**src/rtl/disp_pkg.sv**
```systemverilog
// Shared display constants for the VGA pixel path: colour width, raster defaults,
// ROM address width and glyph indices.
package disp_pkg;

    localparam int RGB_W      = 12;
    localparam int HV_W       = 11;
    localparam int ADDR_W     = 19;
    localparam int DISP_H_ACT = 640;
    localparam int DISP_V_ACT = 480;

    typedef enum logic [3:0] {
        GLYPH_ZERO   = 4'd0,
        GLYPH_ONE    = 4'd1,
        GLYPH_TWO    = 4'd2,
        GLYPH_THREE  = 4'd3,
        GLYPH_FOUR   = 4'd4,
        GLYPH_FIVE   = 4'd5,
        GLYPH_SIX    = 4'd6,
        GLYPH_SEVEN  = 4'd7,
        GLYPH_EIGHT  = 4'd8,
        GLYPH_NINE   = 4'd9,
        GLYPH_TEN    = 4'd10,
        GLYPH_ELEVEN = 4'd11
    } glyph_e;

    localparam int GLYPH_MAX = int'(GLYPH_ELEVEN);

endpackage

```
**src/rtl/tile_locate.sv**
```systemverilog
// One-axis tile locator: finds which tile span a coordinate falls in and the offset
// inside it. Span bounds are elaboration constants, so this is a comparator chain only.
module tile_locate #(
    parameter int N      = 4,
    parameter int TILE_W = 80,
    parameter int PITCH  = 96,
    parameter int ORG    = 136,
    parameter int IDX_W  = 2,
    parameter int OFS_W  = 7
) (
    input  logic [10:0]      i_pos,
    output logic [IDX_W-1:0] o_idx,
    output logic             o_hit,
    output logic [OFS_W-1:0] o_ofs
);

    logic [31:0] w_pos;
    assign w_pos = 32'(i_pos);

    always_comb begin
        o_idx = '0;
        o_hit = 1'b0;
        o_ofs = '0;
        for (int c = 0; c < N; c++) begin
            if (w_pos >= 32'(ORG + c * PITCH) && w_pos < 32'(ORG + c * PITCH + TILE_W)) begin
                o_idx = IDX_W'(c);
                o_hit = 1'b1;
                o_ofs = OFS_W'(w_pos - 32'(ORG + c * PITCH));
            end
        end
    end

endmodule

```
**src/rtl/tile_pixel_pipe.sv**
```systemverilog
// Pipelined board renderer: locates the tile under (h,v), drives glyph/background ROM
// addresses, aligns side-band to ROM latency and blinks a freshly spawned tile.
module tile_pixel_pipe
    import disp_pkg::*;
#(
    parameter int GRID_N       = 4,
    parameter int TILE_W       = 80,
    parameter int PITCH        = 96,
    parameter int ORG_X        = 136,
    parameter int ORG_Y        = 66,
    parameter int H_ACT        = DISP_H_ACT,
    parameter int VAL_W        = 4,
    parameter int MAX_VAL      = GLYPH_MAX,
    parameter int ROM_LAT      = 1,
    parameter int FLASH_FRAMES = 8
) (
    input  logic                              i_clk,
    input  logic                              i_rst_n,
    input  logic [HV_W-1:0]                   i_h_cnt,
    input  logic [HV_W-1:0]                   i_v_cnt,
    input  logic                              i_act,
    input  logic                              i_frame_start,
    input  logic [GRID_N*GRID_N*VAL_W-1:0]    i_board,
    input  logic                              i_spawn_stb,
    input  logic [$clog2(GRID_N*GRID_N)-1:0]  i_spawn_pos,
    output logic [ADDR_W-1:0]                 o_bg_addr,
    output logic [$clog2(TILE_W*TILE_W)-1:0]  o_tile_addr,
    output logic [VAL_W-1:0]                  o_tile_sel,
    input  logic [RGB_W-1:0]                  i_tile_pix,
    input  logic [RGB_W-1:0]                  i_bg_pix,
    output logic [RGB_W-1:0]                  o_pixel,
    output logic                              o_pixel_vld
);

    localparam int CELLS = GRID_N * GRID_N;
    localparam int POS_W = $clog2(CELLS);
    localparam int IDX_W = (GRID_N > 1) ? $clog2(GRID_N) : 1;
    localparam int OFS_W = $clog2(TILE_W);
    localparam int TA_W  = $clog2(TILE_W * TILE_W);
    localparam int FC_W  = $clog2(FLASH_FRAMES + 1);

    logic [CELLS*VAL_W-1:0] r_shadow;
    logic [FC_W-1:0]        r_flash_cnt;
    logic [POS_W-1:0]       r_spawn_reg;

    logic                   r_s1_act, r_s1_in_tile;
    logic [HV_W-1:0]        r_s1_h, r_s1_v;
    logic [IDX_W-1:0]       r_s1_col, r_s1_row;
    logic [OFS_W-1:0]       r_s1_lx, r_s1_ly;

    logic                   r_s2_act, r_s2_use;
    logic [ADDR_W-1:0]      r_bg_addr;
    logic [TA_W-1:0]        r_tile_addr;
    logic [VAL_W-1:0]       r_tile_sel;

    logic [ROM_LAT-1:0]     r_use_d, r_act_d;
    logic [RGB_W-1:0]       r_pixel;
    logic                   r_pixel_vld;

    logic [IDX_W-1:0]       w_col, w_row;
    logic                   w_hit_x, w_hit_y;
    logic [OFS_W-1:0]       w_lx, w_ly;

    tile_locate #(.N(GRID_N), .TILE_W(TILE_W), .PITCH(PITCH), .ORG(ORG_X),
                  .IDX_W(IDX_W), .OFS_W(OFS_W)) u_loc_x (
        .i_pos(i_h_cnt), .o_idx(w_col), .o_hit(w_hit_x), .o_ofs(w_lx));

    tile_locate #(.N(GRID_N), .TILE_W(TILE_W), .PITCH(PITCH), .ORG(ORG_Y),
                  .IDX_W(IDX_W), .OFS_W(OFS_W)) u_loc_y (
        .i_pos(i_v_cnt), .o_idx(w_row), .o_hit(w_hit_y), .o_ofs(w_ly));

    logic [POS_W-1:0]  w_cell;
    logic [VAL_W-1:0]  w_val;
    logic              w_hide, w_use;
    logic [TA_W-1:0]   w_tile_addr;
    logic [VAL_W-1:0]  w_tile_sel;
    logic [ADDR_W-1:0] w_bg_addr;

    assign w_cell      = POS_W'(32'(r_s1_row) * GRID_N + 32'(r_s1_col));
    assign w_val       = r_shadow[32'(w_cell) * VAL_W +: VAL_W];
    // Blink phase: hidden while flash_cnt bit 1 is set (e.g. 7,6,3,2 for an 8-frame blink).
    assign w_hide      = r_s1_in_tile && (r_flash_cnt != '0) && (w_cell == r_spawn_reg)
                         && r_flash_cnt[1];
    assign w_use       = r_s1_in_tile && (w_val != VAL_W'(GLYPH_ZERO)) && !w_hide;
    assign w_tile_addr = TA_W'(32'(r_s1_ly) * TILE_W + 32'(r_s1_lx));
    assign w_tile_sel  = (w_val > VAL_W'(MAX_VAL)) ? VAL_W'(MAX_VAL) : w_val;
    assign w_bg_addr   = ADDR_W'(32'(r_s1_v) * H_ACT + 32'(r_s1_h));

    always_ff @(posedge i_clk or negedge i_rst_n) begin
        if (!i_rst_n) begin
            r_shadow     <= '0;
            r_flash_cnt  <= '0;
            r_spawn_reg  <= '0;
            r_s1_act     <= 1'b0;
            r_s1_in_tile <= 1'b0;
            r_s1_h       <= '0;
            r_s1_v       <= '0;
            r_s1_col     <= '0;
            r_s1_row     <= '0;
            r_s1_lx      <= '0;
            r_s1_ly      <= '0;
            r_s2_act     <= 1'b0;
            r_s2_use     <= 1'b0;
            r_bg_addr    <= '0;
            r_tile_addr  <= '0;
            r_tile_sel   <= '0;
            r_use_d      <= '0;
            r_act_d      <= '0;
            r_pixel      <= '0;
            r_pixel_vld  <= 1'b0;
        end else begin
            if (i_frame_start)
                r_shadow <= i_board;

            // A spawn on the frame_start cycle reloads the full count with no decrement.
            if (i_spawn_stb) begin
                r_spawn_reg <= i_spawn_pos;
                r_flash_cnt <= FC_W'(FLASH_FRAMES);
            end else if (i_frame_start && r_flash_cnt != '0) begin
                r_flash_cnt <= r_flash_cnt - 1'b1;
            end

            r_s1_act     <= i_act;
            r_s1_in_tile <= w_hit_x && w_hit_y;
            r_s1_h       <= i_h_cnt;
            r_s1_v       <= i_v_cnt;
            r_s1_col     <= w_col;
            r_s1_row     <= w_row;
            r_s1_lx      <= w_lx;
            r_s1_ly      <= w_ly;

            r_s2_act  <= r_s1_act;
            r_s2_use  <= w_use;
            r_bg_addr <= w_bg_addr;
            if (r_s1_in_tile) begin
                r_tile_addr <= w_tile_addr;
                r_tile_sel  <= w_tile_sel;
            end else begin
                r_tile_addr <= '0;
                r_tile_sel  <= '0;
            end

            r_use_d[0] <= r_s2_use;
            r_act_d[0] <= r_s2_act;
            for (int i = 1; i < ROM_LAT; i++) begin
                r_use_d[i] <= r_use_d[i-1];
                r_act_d[i] <= r_act_d[i-1];
            end

            r_pixel     <= !r_act_d[ROM_LAT-1] ? '0 :
                           r_use_d[ROM_LAT-1]  ? i_tile_pix : i_bg_pix;
            r_pixel_vld <= r_act_d[ROM_LAT-1];
        end
    end

    assign o_bg_addr   = r_bg_addr;
    assign o_tile_addr = r_tile_addr;
    assign o_tile_sel  = r_tile_sel;
    assign o_pixel     = r_pixel;
    assign o_pixel_vld = r_pixel_vld;

endmodule

```
**config.mk**
```make
export PLATFORM = sky130hd
export DESIGN_NAME = tile_pixel_pipe
export DESIGN_NICKNAME = d
export VERILOG_FILES = /design/src/rtl/disp_pkg.sv /design/src/rtl/tile_locate.sv /design/src/rtl/tile_pixel_pipe.sv
export SDC_FILE = /design/constraint.sdc
export NUM_CORES = 1
export LEC_CHECK = 0
export CORE_MARGIN = 10
export CORE_UTILIZATION = 46
export DETAILED_ROUTE_END_ITERATION = 16
export HOLD_SLACK_MARGIN = 0.08
export PLACE_DENSITY_LB_ADDON = 0.1
export RECOVER_POWER = 25
export SLEW_MARGIN = 20
export SYNTH_ARGS = -nofsm -noshare
export SYNTH_HDL_FRONTEND = slang
export SYNTH_SLANG_ARGS = --single-unit
export TNS_END_PERCENT = 20
```
**constraint.sdc**
```tcl
create_clock -name i_clk -period 2.31 [get_ports i_clk]
set_input_delay 0.462 -clock i_clk [delete_from_list [all_inputs] [get_ports i_clk]]
set_output_delay 0.462 -clock i_clk [all_outputs]
set_load 0.01 [all_outputs]
```
### M1 wires, run 1

Scale bar: 50 um.
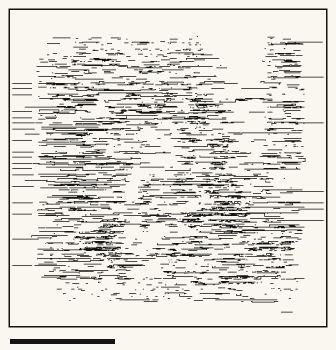
The layer holds 43% of the routed length. The wires run mostly horizontal. The longest straight run is 32.7 um. The layer carries 8020 um of wire. 899 nets have wire on it.
Total Wirelength: 18700 um
met1 track demand over resource: 0.209

### Metal 2, run 1

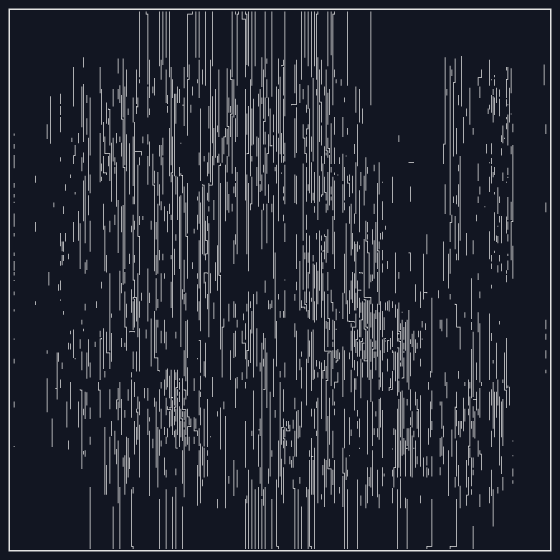
888 nets have wire on it. The longest straight run is 45.2 um. The wires run mostly vertical.
via total after detailed routing: 5456
global routing usage on met2: 0.272

==> impl_table.tex, run 1 <==
% Auto-generated results table
\begin{tabular}{lr}
\hline
Metric & Value \\
\hline
\multicolumn{2}{l}{\textbf{Outcome}} \\
\quad Outcome & finished with violations \\
\quad Violations in the final reports & max-capacitance violations, max-slew violations, negative setup slack \\
\multicolumn{2}{l}{\textbf{Final timing}} \\
\quad Worst hold slack after final layout & 0.349 ns \\
\quad Number of setup violations in the final report & 7 \\
\quad Upper clock frequency limit & 399 MHz \\
\quad Final setup slack of the worst path & -0.197 ns \\
\quad Number of hold violations in the final report & 0 \\
\quad Measured slew at the worst slew-check pin & 1.60 ns \\
\quad Worst-case clock skew & 0.00687 ns \\
\quad Final slew viol count & roughly 67 \\
\quad Crit path time final & approximately 2.5 ns \\
\multicolumn{2}{l}{\textbf{Clocking}} \\
\quad TritonCTS sink count & 167 \\
\quad Depth of the CTS H-tree & 4 \\
\quad Maximum buffer depth of the clock tree & 2 \\
\quad Clock tree from TritonCTS & built \\
\multicolumn{2}{l}{\textbf{Worst hold path}} \\
\quad Tightest Hold Check Type & reg -> reg \\
\quad Hold wc startpoint & r\_s1\_h[6] \\
\multicolumn{2}{l}{\textbf{Synthesis}} \\
\quad Most instantiated flip-flop cell in the synthesis netlist & dfrtp\_1 \\
\quad Synthesized net count & around 750 \\
\quad Top cells by area, synth & dfrtp\_1 (53\%), mux2\_2 (9.8\%), ha\_1 (6.6\%), mux4\_1 (5.0\%), xnor2\_1 (2.9\%) \\
\quad Summed instance area of the synthesized netlist & 7820 sq um \\
\quad Area reported by Yosys stat & 7820 sq um \\
\quad Ranking of synthesized cells by instance count & dfrtp\_1 (167), mux2\_2 (68), ha\_1 (41) \\
\quad Area leader share & 0.534 \\
\multicolumn{2}{l}{\textbf{Worst setup path}} \\
\quad Element type at the critical path start & register \\
\quad Most numerous cell on the critical path & ha\_4 \\
\quad Largest incremental delay on the critical path & around 0.41 ns \\
\quad Reg2Reg Launch Point & r\_s1\_v[1] \\
\quad Maximum fanout count along the critical path & 3 \\
\quad Kind of cell with the highest combined delay on the critical path & AND-OR/OR-AND gates \\
\quad Slowest library cell on the worst path & dfrtp\_1 \\
\quad Cells along the critical path & ha\_4, ha\_4, fa\_2, a21o\_1, a21oi\_4, o21ai\_2, o41a\_1, xnor2\_2, xnor2\_1 \\
\multicolumn{2}{l}{\textbf{Cells and area}} \\
\quad Filler-free cell count of the finished design & between 1000 and 1500 \\
\quad Layout fillers & 1267 \\
\quad Number of flip-flops under the largest register name & $\sim$64 \\
\multicolumn{2}{l}{\textbf{Drt}} \\
\quad Via-per-instance ratio & 5.16 \\
\quad DRC Markers & 0 \\
\multicolumn{2}{l}{\textbf{Pwr}} \\
\quad Power share of the combinational group & 0.196 \\
\quad Max VDD drop & roughly 0.53 mV \\
\multicolumn{2}{l}{\textbf{Die}} \\
\quad Die span in x & about 150 um \\
\multicolumn{2}{l}{\textbf{Global route}} \\
\quad First-pass GRT wire length & roughly 30000 um \\
\quad Maximum number of pins on one net before global-route repair & 67 \\
\multicolumn{2}{l}{\textbf{Job}} \\
\quad Max-cap viol count & 1 \\
\multicolumn{2}{l}{\textbf{Place}} \\
\quad Placed cells & roughly 1000 \\
\hline
\end{tabular}
### Met3 routing, run 1

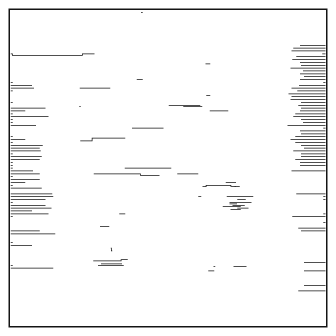
The wires run mostly horizontal. 121 nets have wire on it. The layer holds 7.4% of the routed length. The layer carries 1380 um of wire. The longest straight run is 33.4 um.
global-route track usage on met3: 0.0510

### Routing congestion, run 1

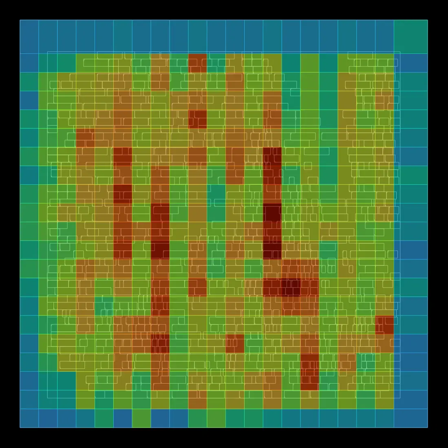
Most Crowded Layer GR: met2
global-route usage over all layers: 0.168
share of the core filled with cells: 0.656

run 1: power by group through the flow:
stage,Sequential [mW],Clock [mW],Combinational (mW)
3_5_place_dp,3.35,0,1.40
4_1_cts,3.30,2.62,1.42
6_report,3.30,2.57,1.43
5_1_grt,3.33,2.75,1.57
3_3_place_gp,3.33,0,1.37
2_1_floorplan,3.35,0,0.649
run 1: layout make-up:
class	instances	area (sq um)	share of cell area
Sequential cell	167	4180	0.383
Clock buffer	18	429	0.0393
Clock inverter	14	101	0.00928
Inverter	18	67.6	0.00619
Timing Repair Buffer	243	2280	0.209
Tap cell	220	275	0.0252
Multi-Input combinational cell	378	3580	0.328
run 1: cells in the final DEF (no fill, tap or decap), types with 18 or more instances in the layout:
master	synthesis	layout
dfrtp_1	167	166
clkdlybuf4s50_1	0	147
mux2_2	68	68
buf_4	0	63
ha_1	41	35
xnor2_1	26	24
nand2_1	23	23
nor2_1	23	22
and2_1	20	20
dlygate4sd3_1	0	19
clkbuf_16	0	18
run 1: cells by family (layout without fill, tap and decap cells):
family / count (synthesis) / after routing / share of synthesized area
AND/OR/NAND/NOR: 118 / 118 / 0.0808
flip-flops: 167 / 167 / 0.534
AND-OR/OR-AND: 77 / 77 / 0.0665
XOR/XNOR: 38 / 38 / 0.0425
adder cells (fa/ha/maj): 45 / 45 / 0.0758
multiplexers: 100 / 100 / 0.178
buffers and inverters: 40 / 293 / 0.0222
run 1: path summary, 6_finish.rpt:
kind	slack, ns	to
max	-0.20	o_bg_addr[18]
min	0.35	o_bg_addr[6]
min in group asynchronous	0.66	r_s1_v[5]
min reg2reg	0.35	o_bg_addr[6]
max in group asynchronous	0.83	r_shadow[9]
max reg2reg	-0.20	o_bg_addr[18]
run 1: per-layer routing:
metal	vias to the layer above	GRT usage	wire, um
met5	-	0	0
met2	159	0.272	9010
li1	2579	-	-
met1	2699	0.209	8020
met3	19	0.0510	1380
met4	0	0.0573	304
run 1: repair_timing:
item                                    4_1_cts  5_1_grt
endpoints found under the setup margin        7       16
pin swaps                                     4        9
gates cloned                                  0        1
hold endpoints to repair                     26        0
buffers inserted                              0        6
resized                                       6       21
hold buffers                                  1        0
==> inputs of run 2 (changes only) <==
==> constraint.sdc (replaced) <==
create_clock -name i_clk -period 2.31 [get_ports i_clk]
set_input_delay 0.462 -clock i_clk [delete_from_list [all_inputs] [get_ports i_clk]]
set_output_delay 0.462 -clock i_clk [all_outputs]
set_load 0.1 [all_outputs]
### Metal 2, run 2

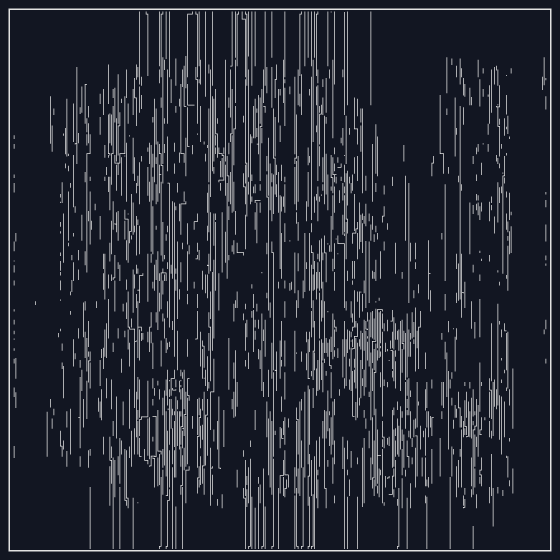
The longest straight run is 53.7 um. 888 nets have wire on it.
via total after detailed routing: 5529
Total Wirelength: 19100 um
global routing usage on met2: 0.281

### M1 wires, run 2

Scale bar: 50 um.
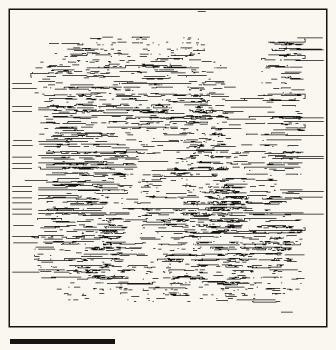
The longest straight run is 33.1 um. 891 nets have wire on it. The layer holds 42% of the routed length. The wires run mostly horizontal.
met1 track demand over resource: 0.219

==> impl_table.tex, run 2 <==
% Auto-generated results table
\begin{tabular}{lr}
\hline
Metric & Value \\
\hline
\multicolumn{2}{l}{\textbf{Synthesis}} \\
\quad Post-synth mux share & 0.178 \\
\quad Synthesized net count & approximately 750 \\
\quad Share of the yosys chip area belonging to registers & 0.534 \\
\quad Top cells by area, synth & dfrtp\_1 (53\%), mux2\_2 (9.8\%), ha\_1 (6.6\%), mux4\_1 (5.0\%), xnor2\_1 (2.9\%) \\
\quad Area reported by Yosys stat & 7820 sq um \\
\quad Post-synthesis cell type with the largest combined area & dfrtp\_1 \\
\quad Ranking of synthesized cells by instance count & dfrtp\_1 (167), mux2\_2 (68), ha\_1 (41) \\
\quad Adders+Majority by Area & 0.0758 \\
\quad Synthesized instance count & 585 \\
\quad Most common cell in the netlist & dfrtp\_1 \\
\quad Largest family of logic cells by area & multiplexers \\
\quad Xor/xnor cell area share of the yosys netlist & 0.0425 \\
\quad Most instantiated flip-flop cell in the synthesis netlist & dfrtp\_1 \\
\quad Yosys cell count & 585 \\
\quad Simple logic cell fraction of the synthesized area & 0.0808 \\
\quad Number of enable-type register cells in the synthesized netlist & 0 \\
\quad Synth Area per Inst & approximately 13 sq um \\
\quad Area leader share & 0.534 \\
\quad Summed instance area of the synthesized netlist & about 7800 sq um \\
\quad Area share of and-or/or-and cells after synthesis & 0.0665 \\
\multicolumn{2}{l}{\textbf{Worst setup path}} \\
\quad Maximum fanout count along the critical path & 2 \\
\quad Required @ worst endpoint & 2.65 ns \\
\quad Element type at the critical path start & register \\
\quad Setup CP Type & reg -> reg \\
\quad Critical Path End Type & register \\
\multicolumn{2}{l}{\textbf{Clocking}} \\
\quad TritonCTS sink count & 167 \\
\quad Depth of the CTS H-tree & 4 \\
\quad Maximum buffer depth of the clock tree & 2 \\
\quad Clock tree from TritonCTS & built \\
\multicolumn{2}{l}{\textbf{Final timing}} \\
\quad Final slew viol count & 67 \\
\quad Upper clock frequency limit & 402 MHz \\
\quad Measured slew at the worst slew-check pin & between 1.5 and 2 ns \\
\quad Final setup slack of the worst path & -0.176 ns \\
\quad Total negative slack for setup checks & -0.648 ns \\
\quad Crit path time final & 2.49 ns \\
\quad Number of setup violations in the final report & 5 \\
\quad Number of hold violations in the final report & 0 \\
\quad Worst-case clock skew & around 0.008 ns \\
\quad Setup repair after global routing missed its margin & true \\
\multicolumn{2}{l}{\textbf{Die}} \\
\quad Die span in x & 150 um \\
\quad Chip footprint & 22600 sq um \\
\multicolumn{2}{l}{\textbf{Job}} \\
\quad Max-cap viol count & 1 \\
\multicolumn{2}{l}{\textbf{Drt}} \\
\quad DRC Markers & 0 \\
\quad Via-per-instance ratio & 5.20 \\
\quad Number of iterations in the first detailed-routing pass & 4 \\
\multicolumn{2}{l}{\textbf{Global route}} \\
\quad Number of global-route vias before repair & just over 6000 \\
\quad Global-route usage over all layers & 0.173 \\
\quad First-pass GRT wire length & approximately 31000 um \\
\quad Maximum number of pins on one net before global-route repair & 67 \\
\multicolumn{2}{l}{\textbf{Cells and area}} \\
\quad Filler-free cell count of the finished design & 1063 \\
\quad Number of nets in the final layout & between 900 and 1000 \\
\quad Share of the core filled with cells & 0.662 \\
\quad Number of flip-flops under the largest register name & 64 \\
\quad Commonest non-fill, non-tap cell in the layout & dfrtp\_1 \\
\quad Most frequent logic cells in the routed design & dfrtp\_1 (166), buf\_4 (116), clkdlybuf4s50\_1 (99), mux2\_2 (68), ha\_1 (33) \\
\quad Ratio of cells with drive above 1 in the final layout & 0.331 \\
\quad Layout Area Growth over Synthesis & 40.7\% \\
\quad Layout fillers & 1246 \\
\multicolumn{2}{l}{\textbf{Place}} \\
\quad Count of port buffers added during placement & 167 \\
\quad HPWL after DPL & 14200 um \\
\quad Placed cells & 1020 \\
\multicolumn{2}{l}{\textbf{Outcome}} \\
\quad Outcome & finished with violations \\
\quad Violations in the final reports & max-capacitance violations, max-slew violations, negative setup slack \\
\multicolumn{2}{l}{\textbf{Pwr}} \\
\quad Max VDD drop & 0.827 mV \\
\multicolumn{2}{l}{\textbf{Worst hold path}} \\
\quad Tightest Hold Check Type & reg -> reg \\
\hline
\end{tabular}
run 2: report_power, final:
| group | total (mW) | switching (mW) | internal [mW] |
|---|---|---|---|
| Sequential | 3.30 | 0.128 | 3.18 |
| Combinational | 2.04 | 1.20 | 0.838 |
| Clock | 2.88 | 1.13 | 1.75 |
| Total | 8.22 | 2.46 | 5.76 |
run 2: layout make-up:
| type | count | area, sq um | share of cell area |
|---|---|---|---|
| Clock inverter | 12 | 151 | 0.0137 |
| Sequential cell | 167 | 4180 | 0.380 |
| Inverter | 18 | 67.6 | 0.00614 |
| Timing Repair Buffer | 249 | 2210 | 0.201 |
| Multi-Input combinational cell | 378 | 3670 | 0.333 |
| Clock buffer | 19 | 453 | 0.0411 |
| Tap cell | 220 | 275 | 0.0250 |
run 2: final timing paths:
check                           start               to  slack [ns]  cells after the start
min in group asynchronous     i_rst_n    o_bg_addr[17]        0.68                      2
max in group asynchronous     i_rst_n     o_bg_addr[6]        0.78                      3
max reg2reg                r_s1_ly[1]  o_tile_addr[12]       -0.18                      9
min reg2reg                  r_s1_act         r_s2_act        0.35                      0
max                        r_s1_ly[1]  o_tile_addr[12]       -0.18                      9
min                          r_s1_act         r_s2_act        0.35                      0
run 2: critical path: stages, from the launching register on:
cell	delay, ns
dfrtp_1	0.42
ha_4	0.26
ha_4	0.16
fa_2	0.41
a21o_1	0.19
a21oi_2	0.16
xnor2_2	0.13
nand3_1	0.11
or4b_1	0.48
o211ai_1	0.09
run 2: per-layer routing:
layer  vias to the layer above  share of wire  global-route usage
met4                         0          0.015              0.0442
met2                       163           0.49               0.281
li1                       2585              -                   -
met3                        28          0.076              0.0567
met1                      2753           0.42               0.219
met5                         -              0                   0
run 2: kinds of logic (layout without fill, tap and decap cells):
| family | after synthesis | count (layout) |
|---|---|---|
| flip-flops | 167 | 167 |
| AND/OR/NAND/NOR | 118 | 118 |
| multiplexers | 100 | 100 |
| AND-OR/OR-AND | 77 | 77 |
| adder cells (fa/ha/maj) | 45 | 45 |
| buffers and inverters | 40 | 298 |
| XOR/XNOR | 38 | 38 |
run 2: what timing repair did:
action,CTS,global route
pin swaps,12,21
setup endpoints to repair,6,22
endpoints found under the hold margin,26,0
hold buffers,1,0
resized,16,27
buffers inserted,5,5
gates cloned,1,0
run 2: stage by stage:
| stage | setup WS (ns) | total power, mW | hold WS, ns |
|---|---|---|---|
| after floorplan | -0.119 | 4.58 | 0.166 |
| after global placement | -0.205 | 5.26 | 0.333 |
| after detailed placement | -0.320 | 5.32 | 0.336 |
| after CTS | -0.173 | 8.26 | 0.356 |
| after global routing | -0.293 | 8.59 | 0.363 |
| final | -0.176 | 8.22 | 0.353 |
Power and IR drop assume default switching activity.
